<file path="src/rtl/patgen_pkg.sv">
// Shared types and LFSR definition for the axis_pattern_gen stream source.
package patgen_pkg;

  typedef enum logic [1:0] {
    IDLE_ST = 2'd0,
    LOAD_ST = 2'd1,
    RUN_ST  = 2'd2,
    END_ST  = 2'd3
  } state_t;

  localparam logic [31:0] LFSR_TAPS = 32'h80200003;

  // Right-shifting Galois step: the bit shifted out folds the taps back in.
  function automatic logic [31:0] lfsr_next(input logic [31:0] s);
    return (s >> 1) ^ (s[0] ? LFSR_TAPS : 32'h0);
  endfunction

endpackage

</file>
<file path="src/rtl/patgen_lfsr32.sv">
// 32-bit Galois LFSR with seed load (zero seed forced to 1) and advance enable.
module patgen_lfsr32
  import patgen_pkg::*;
(
  input  logic        clk,
  input  logic        rst,
  input  logic        load_i,
  input  logic [31:0] seed_i,
  input  logic        adv_i,
  output logic [31:0] state_o
);

  logic [31:0] state_q;
  logic [31:0] state_d;

  always_comb begin
    state_d = state_q;
    if (load_i) begin
      state_d = (seed_i == 32'h0) ? 32'h1 : seed_i;
    end else if (adv_i) begin
      state_d = lfsr_next(state_q);
    end
  end

  always_ff @(posedge clk or posedge rst) begin
    if (rst) begin
      state_q <= 32'h0;
    end else begin
      state_q <= state_d;
    end
  end

  assign state_o = state_q;

endmodule

</file>
<file path="src/rtl/axis_pattern_gen.sv">
// Deterministic AXI4-Stream source (counter pattern; LFSR pattern when
// PATGEN_LFSR_EN is defined) with a run-duration cycle counter.
module axis_pattern_gen
  import patgen_pkg::*;
#(
  parameter int DATA_WIDTH   = 64,
  parameter int BURST_LENGTH = 7
) (
  input  logic                      clk,
  input  logic                      rst,
  output logic                      m_axis_tvalid,
  input  logic                      m_axis_tready,
  output logic [DATA_WIDTH-1:0]     m_axis_tdata,
  output logic [DATA_WIDTH/8-1:0]   m_axis_tstrb,
  output logic                      m_axis_tlast,
  input  logic                      START_REG,
  input  logic [31:0]               NBURST_REG,
  input  logic [31:0]               SEED_REG,
`ifdef PATGEN_LFSR_EN
  input  logic                      PATTERN_REG,
`endif
  output logic                      IDLE_REG,
  output logic [31:0]               CYCLES_REG
);

  localparam int BEAT_W = (BURST_LENGTH > 0) ? $clog2(BURST_LENGTH + 1) : 1;
  localparam logic [BEAT_W-1:0] BEAT_MAX = BEAT_W'(BURST_LENGTH);

  state_t                  state_q, state_d;
  logic [BEAT_W-1:0]       beat_q, beat_d;
  logic [31:0]             burst_q;
  logic [31:0]             nburst_q;
  logic [31:0]             cycles_q;
  logic [DATA_WIDTH-1:0]   cnt_q;
  logic                    tvalid_q;
  logic                    tlast_q;
  logic                    idle_q;

  logic load_en;
  logic run_en;
  logic accept;
  logic last_accept;

  always_ff @(posedge clk or posedge rst) begin
    if (rst) begin
      state_q <= IDLE_ST;
    end else begin
      state_q <= state_d;
    end
  end

  always_comb begin
    state_d = state_q;
    case (state_q)
      IDLE_ST: if (START_REG) state_d = LOAD_ST;
      LOAD_ST: state_d = (NBURST_REG == 32'h0) ? END_ST : RUN_ST;
      RUN_ST:  if (last_accept) state_d = END_ST;
      END_ST:  if (!START_REG) state_d = IDLE_ST;
      default: state_d = IDLE_ST;
    endcase
  end

  always_comb begin
    load_en     = (state_q == LOAD_ST);
    run_en      = (state_q == RUN_ST);
    accept      = run_en & tvalid_q & m_axis_tready;
    last_accept = accept & tlast_q & (burst_q == (nburst_q - 32'd1));
    beat_d      = beat_q;
    if (load_en) begin
      beat_d = '0;
    end else if (accept) begin
      beat_d = (beat_q == BEAT_MAX) ? '0 : beat_q + BEAT_W'(1);
    end
  end

  always_ff @(posedge clk or posedge rst) begin
    if (rst) begin
      beat_q   <= '0;
      burst_q  <= 32'h0;
      nburst_q <= 32'h0;
      cycles_q <= 32'h0;
      cnt_q    <= '0;
      tvalid_q <= 1'b0;
      tlast_q  <= 1'b0;
      idle_q   <= 1'b1;
    end else begin
      beat_q <= beat_d;
      // tvalid/tlast come from next-state so they are registered yet
      // already correct on the first cycle of RUN_ST.
      tvalid_q <= (state_d == RUN_ST);
      tlast_q  <= (state_d == RUN_ST) && (beat_d == BEAT_MAX);
      idle_q   <= (state_d == IDLE_ST);
      if (load_en) begin
        nburst_q <= NBURST_REG;
        burst_q  <= 32'h0;
        cycles_q <= 32'h0;
        cnt_q    <= DATA_WIDTH'(SEED_REG);
      end else begin
        if (run_en && (cycles_q != 32'hFFFF_FFFF)) begin
          cycles_q <= cycles_q + 32'd1;
        end
        if (accept) begin
          cnt_q <= cnt_q + DATA_WIDTH'(1);
          if (tlast_q) begin
            burst_q <= burst_q + 32'd1;
          end
        end
      end
    end
  end

`ifdef PATGEN_LFSR_EN
  logic        pattern_q;
  logic [31:0] lfsr_state;

  always_ff @(posedge clk or posedge rst) begin
    if (rst) begin
      pattern_q <= 1'b0;
    end else if (load_en) begin
      pattern_q <= PATTERN_REG;
    end
  end

  patgen_lfsr32 u_lfsr (
    .clk     (clk),
    .rst     (rst),
    .load_i  (load_en),
    .seed_i  (SEED_REG),
    .adv_i   (accept),
    .state_o (lfsr_state)
  );

  assign m_axis_tdata = pattern_q ? {(DATA_WIDTH/32){lfsr_state}} : cnt_q;
`else
  assign m_axis_tdata = cnt_q;
`endif

  assign m_axis_tvalid = tvalid_q;
  assign m_axis_tlast  = tlast_q;
  assign m_axis_tstrb  = '1;
  assign IDLE_REG      = idle_q;
  assign CYCLES_REG    = cycles_q;

endmodule

</file>
<file path="config.mk">
export PLATFORM = sky130hd
export DESIGN_NAME = axis_pattern_gen
export DESIGN_NICKNAME = d
export VERILOG_FILES = /design/src/rtl/patgen_pkg.sv /design/src/rtl/patgen_lfsr32.sv /design/src/rtl/axis_pattern_gen.sv
export SDC_FILE = /design/constraint.sdc
export NUM_CORES = 1
export LEC_CHECK = 0
export ABC_AREA = 1
export CORE_ASPECT_RATIO = 2
export CORE_MARGIN = 1.5
export CORE_UTILIZATION = 55
export DETAILED_ROUTE_END_ITERATION = 6
export HOLD_SLACK_MARGIN = 0.15
export PLACE_DENSITY = 0.78
export SLEW_MARGIN = 20
export SYNTH_ARGS = -nofsm -noshare
export SYNTH_HDL_FRONTEND = slang
export SYNTH_SLANG_ARGS = --single-unit
</file>
<file path="constraint.sdc">
create_clock -name clk -period 6.5 [get_ports clk]
set_input_delay 0.975 -clock clk [delete_from_list [all_inputs] [get_ports clk]]
set_output_delay 0.975 -clock clk [all_outputs]
set_load 0.005 [all_outputs]
</file>
**Run 1: clock nets**

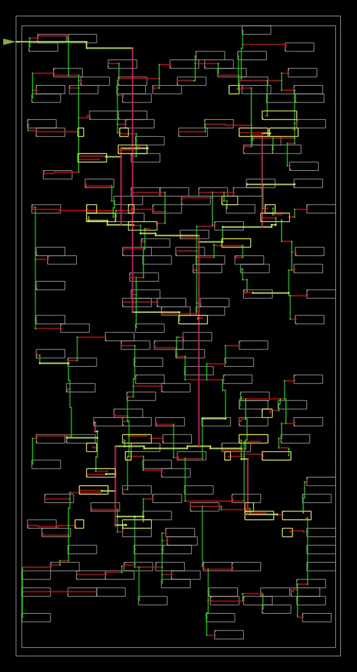
registers: 168
Latency at later pin: 0.45 ns
Clk. pwr: 999 uW
clock buffers: 18

**Run 1: routed clock nets over the placement**

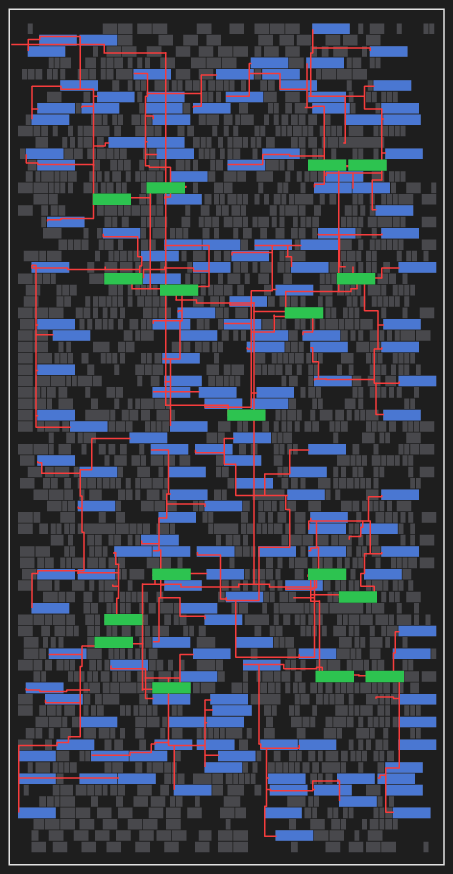
[blue] flip-flops | count: 168
[red] clock wires | length: 2270 um
[green] clock-net drivers | count: 17
routed clock nets: 18

==> flow_metrics.tcl, run 1 <==
# collected from the flow reports
set metrics [dict create \
    status "completed" \
    powerDensity_mw_per_mm2 338 \
    nWellTaps 262 \
    holdWs_ns 0.525 \
    dpl-instance-area_mm2 0.0130 \
    synth_cells 1578 \
    gr-usage-all-layers 0.356 \
    layout_top_cell "nand2_1" \
    numSynthFlops 168 \
    synth.top_cells.by_count "nand2_1, nor2_1, inv_1" \
    hold_path.startpoint "nburst_q[31]" \
    pg_seq_mw 1.73 \
    comb-cell-share 0.444 \
    postCtsSetupBuffers 0 \
    use_met2 0.643 \
    cts-root-buf "clkbuf_16" \
    min_period_over_period 0.524 \
    final-nonclk-buf-share 0.127 \
    overflow 0 \
    met2WireLength_um 19200 \
    die_width_um 104 \
    drtAntennaViolNets 0 \
    cpLargestDelayFamily "buffers and inverters" \
    fin_cells 2003 \
    largest_class "logic gates" \
    cts_hold_buf 0 \
    endpoint_kind "register" \
    r2r_setup_slack_ns 3.12 \
    p_comb_frac 0.404 \
    crit_top_cell "buf_4" \
    worst-path-buf-inv 4 \
    drv_cap 0 \
    power_mw 4.58 \
    utilization 0.681 \
    num-nonclk-buffers 174 \
    busiest_layer "met2" \
    seq_power_share 0.378 \
]
**Run 1: signal wires on met4**

Bar = 20 um.
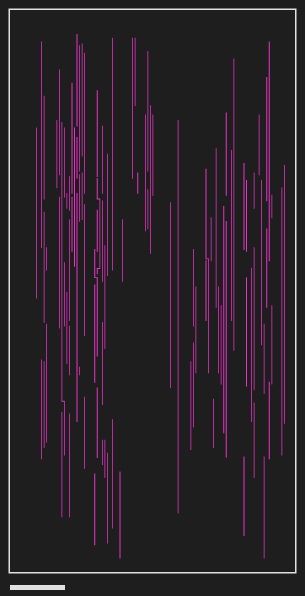
nets with wire on the layer: 87
wire length on this layer: 3920 um
longest straight run: 143 um
main direction: vertical
detailed-route via count: 11700
Post-Route WL: 37000 um

**Run 1: sizing map**

Bar = 20 um.
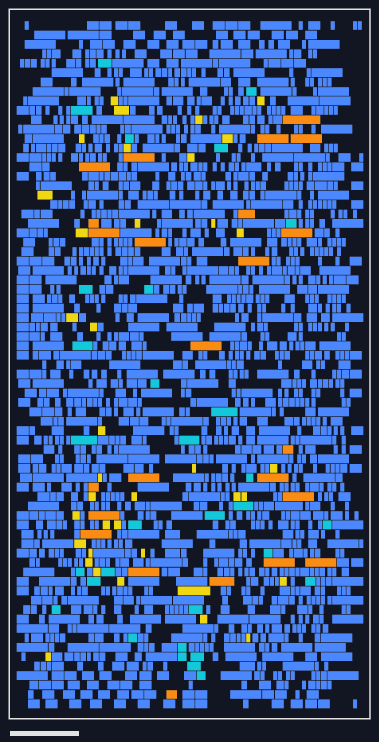

## Run 2: what changed since run 1
--- a/config.mk
+++ b/config.mk
@@ -8,10 +8,10 @@
 export ABC_AREA = 1
 export CORE_ASPECT_RATIO = 2
 export CORE_MARGIN = 1.5
-export CORE_UTILIZATION = 55
+export CORE_UTILIZATION = 50
 export DETAILED_ROUTE_END_ITERATION = 6
 export HOLD_SLACK_MARGIN = 0.15
-export PLACE_DENSITY = 0.78
+export PLACE_DENSITY = 0.75
 export SLEW_MARGIN = 20
 export SYNTH_ARGS = -nofsm -noshare
 export SYNTH_HDL_FRONTEND = slang
==> constraint.sdc (replaced) <==
create_clock -name clk -period 3 [get_ports clk]
set_input_delay 0.45 -clock clk [delete_from_list [all_inputs] [get_ports clk]]
set_output_delay 0.45 -clock clk [all_outputs]
set_load 0.005 [all_outputs]
**Run 2: sizing map**

Bar = 20 um.
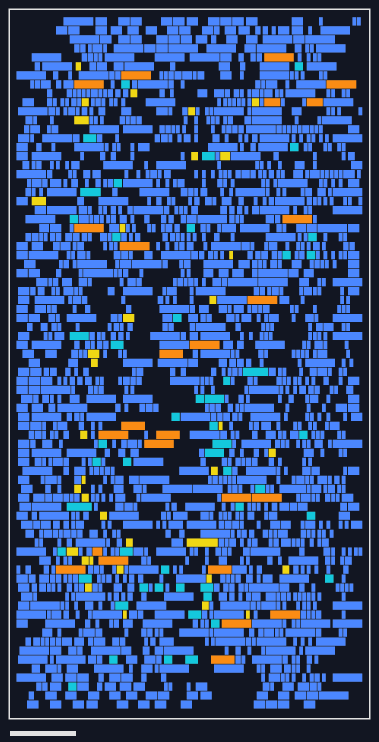
[orange] x6 and larger | cells: 25
[yellow] x2 | cells: 35
[cyan] x3 and x4 | cells: 50
[blue] x1 and smaller | cells: 1652

**Run 2: routed clock nets over the placement**

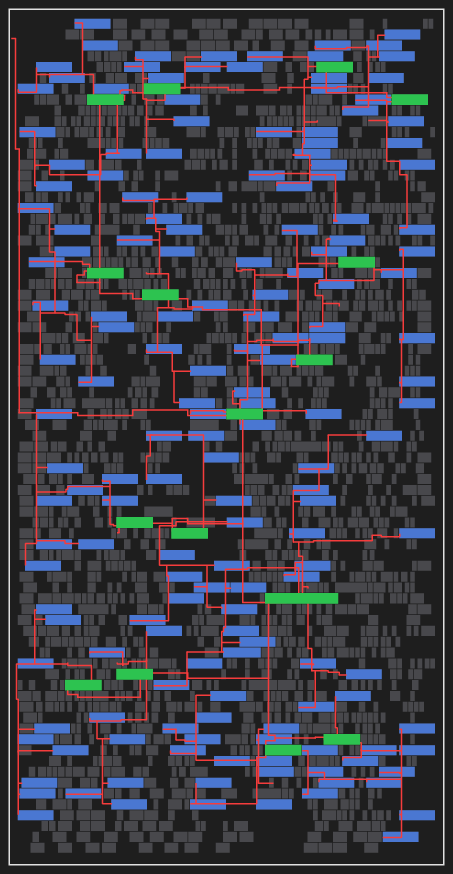
Clk. pwr: 2.10 mW
Clock Skews: 0.0114 ns
Latency at later pin: 0.46 ns
clock power share: 0.207

==> flow_metrics.tcl, run 2 <==
# collected from the flow reports
set metrics [dict create \
    gr-usage-all-layers 0.367 \
    cts_hold_buf 0 \
    nClkBuffers 22 \
    utilization 0.627 \
    r2r_setup_slack_ns 0.23 \
    largest_class "logic gates" \
    num-nonclk-buffers 195 \
    crit_type "register to register" \
    p_comb_frac 0.426 \
    slowest_stage "nor2_1" \
    layout_top_cell "nand2_1" \
    seq_cells 168 \
    met2WireLength_um 21500 \
    seq_power_share 0.367 \
    hold_path.class "input pin to async pin" \
    dr_total_vias 11800 \
    logic_area_mm2 0.00602 \
    holdWs_ns 0.416 \
    synth_cells 1578 \
    comb-cell-share 0.438 \
    pg_seq_mw 3.73 \
    power_mw 10.1 \
    nWellTaps 276 \
    worst-path-buf-inv 2 \
    cts-root-buf "clkbuf_16" \
    busiest_layer "met2" \
    synth.top_cells.by_count "nand2_1, nor2_1, inv_1" \
    overflow 0 \
    endpoint_kind "register" \
    wirelength_um 40900 \
    min_period_over_period 0.922 \
    powerDensity_mw_per_mm2 737 \
    status "completed" \
    dpl-instance-area_mm2 0.0132 \
    fin_cells 2038 \
    final-nonclk-buf-share 0.140 \
]
Power and IR drop assume default switching activity.
